`src/rtl/icache_if.sv`:
```
//==============================================================================
// Module : icache_if
// Desc   : Fetch-side request/response and memory-controller fill signals
//          shared by the instruction cache and its neighbours.
// Rev    : 1.0  initial release
//==============================================================================
`default_nettype none

interface icache_if #(
   parameter int ADDR_W = 32
);
   // fetch stage <-> cache
   logic              imemREN;
   logic [ADDR_W-1:0] imemaddr;
   logic              ihit;
   logic [31:0]       imemload;
   // cache <-> memory controller
   logic              iREN;
   logic [ADDR_W-1:0] iaddr;
   logic              iwait;
   logic [31:0]       iload;

   modport slave (
      input  imemREN, imemaddr, iwait, iload,
      output ihit, imemload, iREN, iaddr
   );

   modport master (
      output imemREN, imemaddr, iwait, iload,
      input  ihit, imemload, iREN, iaddr
   );
endinterface

`default_nettype wire

```
`src/rtl/icache.sv`:
```
//==============================================================================
// Module : icache
// Desc   : Direct-mapped, one-word-per-block read-only instruction cache with
//          zero-cycle hits and single-read miss fills from the memory controller.
//          Optional macro ICACHE_STATS_EN adds saturating hit/miss counters.
// Rev    : 1.0  initial release
//==============================================================================
`default_nettype none

module icache #(
   parameter int SETS   = 16,
   parameter int ADDR_W = 32
) (
   input  wire logic   CLK,
   input  wire logic   nRST,
   icache_if.slave     bus
`ifdef ICACHE_STATS_EN
   ,
   output logic [31:0] hit_count,
   output logic [31:0] miss_count
`endif
);

   localparam int IDX_W = $clog2(SETS);
   localparam int TAG_W = ADDR_W - IDX_W - 2;

   typedef enum logic [0:0] {
      ST_IDLE = 1'b0,
      ST_FILL = 1'b1
   } state_t;

   state_t            r_state;
   state_t            w_state_nxt;

   logic [SETS-1:0]   r_valid;
   logic [TAG_W-1:0]  r_tag  [SETS];
   logic [31:0]       r_data [SETS];
   logic [ADDR_W-1:0] r_miss_addr;

   logic [IDX_W-1:0]  w_idx;
   logic [TAG_W-1:0]  w_tag;
   logic [IDX_W-1:0]  w_fill_idx;
   logic [TAG_W-1:0]  w_fill_tag;
   logic              w_lookup_hit;
   logic              w_miss;
   logic              w_fill_done;
   logic [1:0]        w_unused_lsb;

   assign w_idx        = bus.imemaddr[IDX_W+1:2];
   assign w_tag        = bus.imemaddr[ADDR_W-1:IDX_W+2];
   assign w_fill_idx   = r_miss_addr[IDX_W+1:2];
   assign w_fill_tag   = r_miss_addr[ADDR_W-1:IDX_W+2];
   assign w_unused_lsb = bus.imemaddr[1:0];
   assign w_lookup_hit = r_valid[w_idx] && (r_tag[w_idx] == w_tag);

   always_comb begin
      w_state_nxt  = r_state;
      w_miss       = 1'b0;
      w_fill_done  = 1'b0;
      bus.ihit     = 1'b0;
      bus.imemload = 32'h0;
      bus.iREN     = 1'b0;
      bus.iaddr    = '0;
      case (r_state)
         ST_IDLE: begin
            if (bus.imemREN) begin
               if (w_lookup_hit) begin
                  bus.ihit     = 1'b1;
                  bus.imemload = r_data[w_idx];
               end else begin
                  w_miss      = 1'b1;
                  w_state_nxt = ST_FILL;
               end
            end
         end
         ST_FILL: begin
            // Fill is bound to the latched miss address; fetch-side changes are ignored.
            bus.iREN  = 1'b1;
            bus.iaddr = r_miss_addr;
            if (!bus.iwait) begin
               w_fill_done = 1'b1;
               w_state_nxt = ST_IDLE;
            end
         end
         default: w_state_nxt = ST_IDLE;
      endcase
   end

   always_ff @(posedge CLK or negedge nRST) begin
      if (!nRST) begin
         r_state     <= ST_IDLE;
         r_miss_addr <= '0;
         r_valid     <= '0;
      end else begin
         r_state <= w_state_nxt;
         if (w_miss) begin
            r_miss_addr <= {bus.imemaddr[ADDR_W-1:2], 2'b00};
         end
         if (w_fill_done) begin
            r_valid[w_fill_idx] <= 1'b1;
         end
      end
   end

   // Tag/data need no reset: a frame is only read once its valid bit is set.
   always_ff @(posedge CLK) begin
      if (w_fill_done) begin
         r_tag[w_fill_idx]  <= w_fill_tag;
         r_data[w_fill_idx] <= bus.iload;
      end
   end

`ifdef ICACHE_STATS_EN
   always_ff @(posedge CLK or negedge nRST) begin
      if (!nRST) begin
         hit_count  <= 32'h0;
         miss_count <= 32'h0;
      end else begin
         if (bus.ihit && (hit_count != 32'hFFFF_FFFF)) begin
            hit_count <= hit_count + 32'd1;
         end
         if (w_miss && (miss_count != 32'hFFFF_FFFF)) begin
            miss_count <= miss_count + 32'd1;
         end
      end
   end
`endif

endmodule

`default_nettype wire

```
`src/flat_wrapper.sv`:
```
// flat-port wrapper written by rule: the top's interface ports become plain ports
module icache_flat 
#(
   parameter int SETS   = 16,
   parameter int ADDR_W = 32
)
  (CLK, nRST, bus_imemREN, bus_imemaddr, bus_iwait, bus_iload, bus_ihit, bus_imemload, bus_iREN, bus_iaddr);
  icache_if #(.ADDR_W(ADDR_W)) bus_i ();
  input  wire logic CLK;
  input  wire logic nRST;
  input wire logic [$bits(bus_i.imemREN)-1:0] bus_imemREN;
  input wire logic [$bits(bus_i.imemaddr)-1:0] bus_imemaddr;
  input wire logic [$bits(bus_i.iwait)-1:0] bus_iwait;
  input wire logic [$bits(bus_i.iload)-1:0] bus_iload;
  output wire logic [$bits(bus_i.ihit)-1:0] bus_ihit;
  output wire logic [$bits(bus_i.imemload)-1:0] bus_imemload;
  output wire logic [$bits(bus_i.iREN)-1:0] bus_iREN;
  output wire logic [$bits(bus_i.iaddr)-1:0] bus_iaddr;
  assign bus_i.imemREN = bus_imemREN;
  assign bus_i.imemaddr = bus_imemaddr;
  assign bus_i.iwait = bus_iwait;
  assign bus_i.iload = bus_iload;
  assign bus_ihit = bus_i.ihit;
  assign bus_imemload = bus_i.imemload;
  assign bus_iREN = bus_i.iREN;
  assign bus_iaddr = bus_i.iaddr;
  icache #(.SETS(SETS), .ADDR_W(ADDR_W)) u_core (.CLK(CLK), .nRST(nRST), .bus(bus_i));
endmodule
```
`config.mk`:
```
export PLATFORM = sky130hd
export DESIGN_NAME = icache_flat
export DESIGN_NICKNAME = d
export VERILOG_FILES = /design/src/rtl/icache_if.sv /design/src/rtl/icache.sv /design/src/flat_wrapper.sv
export SDC_FILE = /design/constraint.sdc
export NUM_CORES = 1
export LEC_CHECK = 0
export CAP_MARGIN = 20
export CORE_MARGIN = 3
export CORE_UTILIZATION = 54
export CTS_BUF_LIST = sky130_fd_sc_hd__clkbuf_2 sky130_fd_sc_hd__clkbuf_4 sky130_fd_sc_hd__clkbuf_8
export DETAILED_ROUTE_END_ITERATION = 16
export PLACE_DENSITY = 0.72
export SLEW_MARGIN = 25
export SYNTH_ARGS = -nofsm -noshare
export SYNTH_HDL_FRONTEND = slang
export SYNTH_SLANG_ARGS = --single-unit
```
`constraint.sdc`:
```
create_clock -name CLK -period 11.3 [get_ports CLK]
set_input_delay 1.695 -clock CLK [delete_from_list [all_inputs] [get_ports CLK]]
set_output_delay 1.695 -clock CLK [all_outputs]
set_load 0.005 [all_outputs]
```
Wiring heat map:
Bar = 100 µm. The die is cut into 27 by 27 equal tiles; dark purple is low, yellow is high, scaled to the fullest tile. Values are wire area over tile area, all layers added.
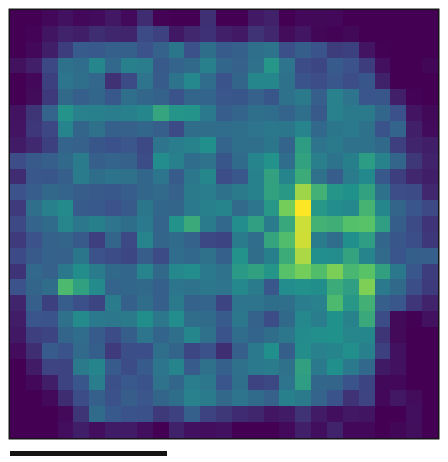
tiles over half the peak: 8.5%
emptiest ninth of the die: top right
mean over tiles: 0.19
fullest tile: 0.64
nearly empty tiles: 9.3%
routed vias: 18300
sum of routed wire length over all layers: 84000 µm
routed length per instance: 28.2 µm

Clock network drawn from the DEF:
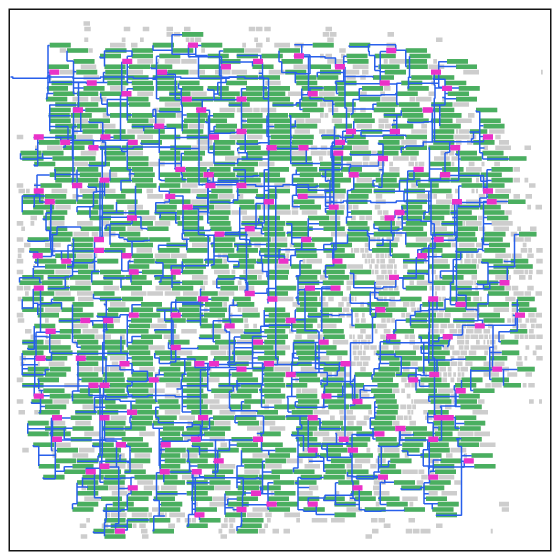
[green] flip-flops | count: 975
[magenta] clock drivers | count: 151
[blue] clock wires | length: 10900 µm
flops lie: spread over the die
routed clock nets: 152

Sequential cells grouped by signal name:
Other sequential cells in the stronger gray, the rest of the logic in the fainter gray.
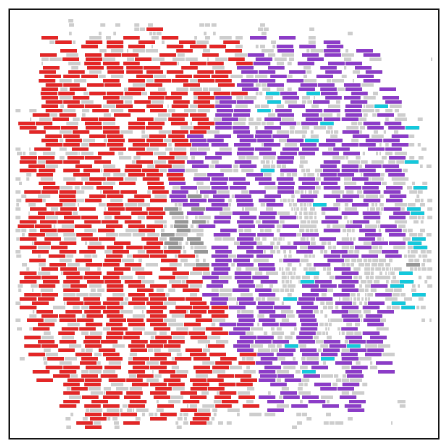
[purple] u_core.r_tag | sequential cells: 416
[red] u_core.r_data | sequential cells: 512
[cyan] u_core.r_miss_addr | sequential cells: 30
not colored: 17

The metal 4 layer:
Bar = 100 µm. Supply wires on this layer in gray.
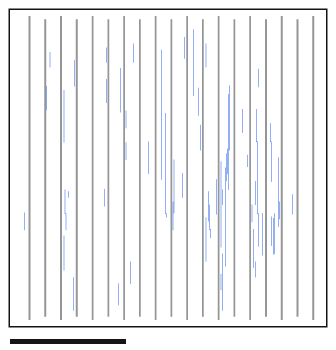
nets with wire on the layer: 37
wire length on this layer: 1910 µm
share of all routed wire: 2.3%

Placed standard cells:
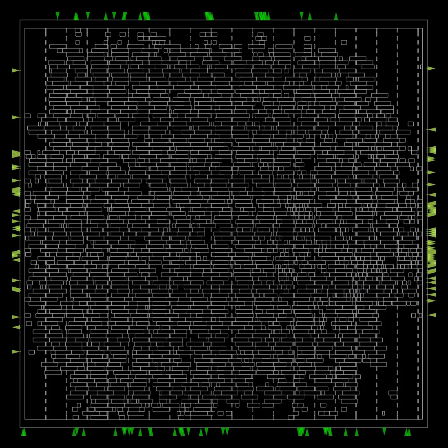
area of the core: 0.0693 mm²
FF+latch count: 975

==> flow_summary.json <==
{
  "run_status": "completed",
  "layout.area.comb_mm2": 0.00876,
  "power.share.clock_pct": 36.8,
  "aoi_share_pct": 1.07,
  "area_growth_syn_to_layout_pct": 14.1,
  "asyncSetResetFlopFracSynth_pct": 4.82,
  "hp-start": "u_core.r_valid[11]",
  "power.switching_mw": 1.74,
  "avgViaCountPerCell": 6.12,
  "power_consumption_mw": 7.74,
  "setup.worst_path.start_class": "primary input",
  "globalRoute.totalOverflow": 0,
  "grt_setup_unrepaired": "no",
  "grt.busiest_layer": "met2",
  "grt_first_pass_wirelength_um": 125000,
  "hold_class": "reg2reg",
  "hold_viol": 0,
  "achievable-frequency_ghz": 0.120,
  "grtUsageMet2_pct": 36.1,
  "ctsResizeCount": 0,
  "synth_cell_types": 57,
  "timing.final.setup_violations": 0,
  "portBuffers": 129,
  "cp.required_ns": 9.61,
  "synth.area.top_cells": "sky130_fd_sc_hd__edfxtp_1 (73%), sky130_fd_sc_hd__mux4_2 (15%), sky130_fd_sc_hd__dfrtp_1 (3.1%)",
  "cp-startpoint": "bus_imemaddr[3]",
  "slew_viol_final": 0,
  "most-common-layout-cells": "sky130_fd_sc_hd__edfxtp_1 (928), sky130_fd_sc_hd__mux4_2 (254), sky130_fd_sc_hd__clkbuf_8 (165)",
  "switching_share_of_power_pct": 22.5,
  "hold_ws_ns": 0.466,
  "setup_ws_ns": 2.95,
  "synth_stat.cells": 1699,
  "comb_cell_power_mw": 0.575,
  "clk_ins_delay_skew_pair_ns": 0.79,
  "irDropWorstVdd_mv": 0.113,
  "m1WireLength_um": 34600,
  "mapped_cell_area_mm2": 0.0382,
  "p_seq_share_pct": 55.8,
  "min_period_over_period_pct": 73.9,
  "max-cap-violations": 0,
  "globalRouteMet3Util_pct": 4.63,
  "antenna_left": 0,
  "use_met1_pct": 34.0,
  "gp_routability_congestion": 0.770,
  "ys_top_cells_by_count": "sky130_fd_sc_hd__edfxtp_1 (928), sky130_fd_sc_hd__mux4_2 (254), sky130_fd_sc_hd__and2_1 (65), sky130_fd_sc_hd__mux2i_1 (65), sky130_fd_sc_hd__dfrtp_1 (47)",
  "layout.area.seq_mm2": 0.0290,
  "clk_pin_slew_worst_paths_ns": 0.06,
  "setup.worst_path.end_class": "output pin",
  "maxUsedRoutingLayer": "met5",
  "netlist_logic_family_top": "multiplexers",
  "post_route_cells_drive_above_1_share_pct": 29.2,
  "nNetsFinal": 2000,
  "dpl.hpwl_um": 42300,
  "static_leakage_nw": 14.1,
  "fillers": 4652,
  "dpl_worst_slack_ns": 2.88,
  "tritoncts.num_buffers": 151,
  "yosysSeqAreaShare_pct": 76.0,
  "cellInternalPower_mw": 6.00,
  "detailedRoute.firstIterationViolations": 2119,
  "drc": 0,
  "syn-instance-count": 1699,
  "synth_largest_type_area_fraction_pct": 72.9,
  "top_level_port_count": 134,
  "first_global_vias": 19200
}
-- per-stage QoR --
stage | utilization, % | area (µm²) | instances
2_1_floorplan | - | 38200 | 1700
3_3_place_gp | 58.6 | 40600 | 2707
3_5_place_dp | 58.6 | 40600 | 2709
4_1_cts | 62.9 | 43600 | 2981
5_1_grt | 62.9 | 43600 | 2983
6_report | 62.9 | 43600 | 2984
-- state kept, by name (all words and copies together), names as in the netlist --
signal,flops
u_core.r_data,512
u_core.r_tag,416
u_core.r_miss_addr,30
u_core.r_valid,16
u_core.r_state,1
-- final timing paths --
check	to	slack [ns]	depth (start not counted)
max reg2reg	u_core.r_miss_addr[9]	7.56	8
max	bus_imemload[5]	2.95	11
min reg2reg	u_core.r_valid[11]	0.47	1
min	u_core.r_valid[11]	0.47	1
min in group asynchronous	u_core.r_miss_addr[4]	1.08	2
max in group asynchronous	u_core.r_valid[6]	9.68	2
-- critical path, cell delays in order --
cell	delay, ns
sky130_fd_sc_hd__buf_6	0.50
sky130_fd_sc_hd__buf_4	0.87
sky130_fd_sc_hd__mux4_2	0.60
sky130_fd_sc_hd__a22o_1	0.25
sky130_fd_sc_hd__a221oi_1	0.33
sky130_fd_sc_hd__xor2_1	0.21
sky130_fd_sc_hd__or3b_1	0.36
sky130_fd_sc_hd__nor3_1	0.16
sky130_fd_sc_hd__and4_2	0.83
sky130_fd_sc_hd__and2_1	0.24
sky130_fd_sc_hd__clkdlybuf4s50_1	0.52
-- final cells by class --
| class | instances | share of cell area [%] |
|---|---|---|
| well taps | 931 | 2.67 |
| clock inverters | 63 | 0.795 |
| repair buffers | 168 | 3.83 |
| flip-flops and latches | 975 | 66.6 |
| diodes | 2 | 0.0115 |
| multi-input cells | 629 | 20.1 |
| inverters | 7 | 0.0660 |
| clock buffers | 209 | 5.96 |
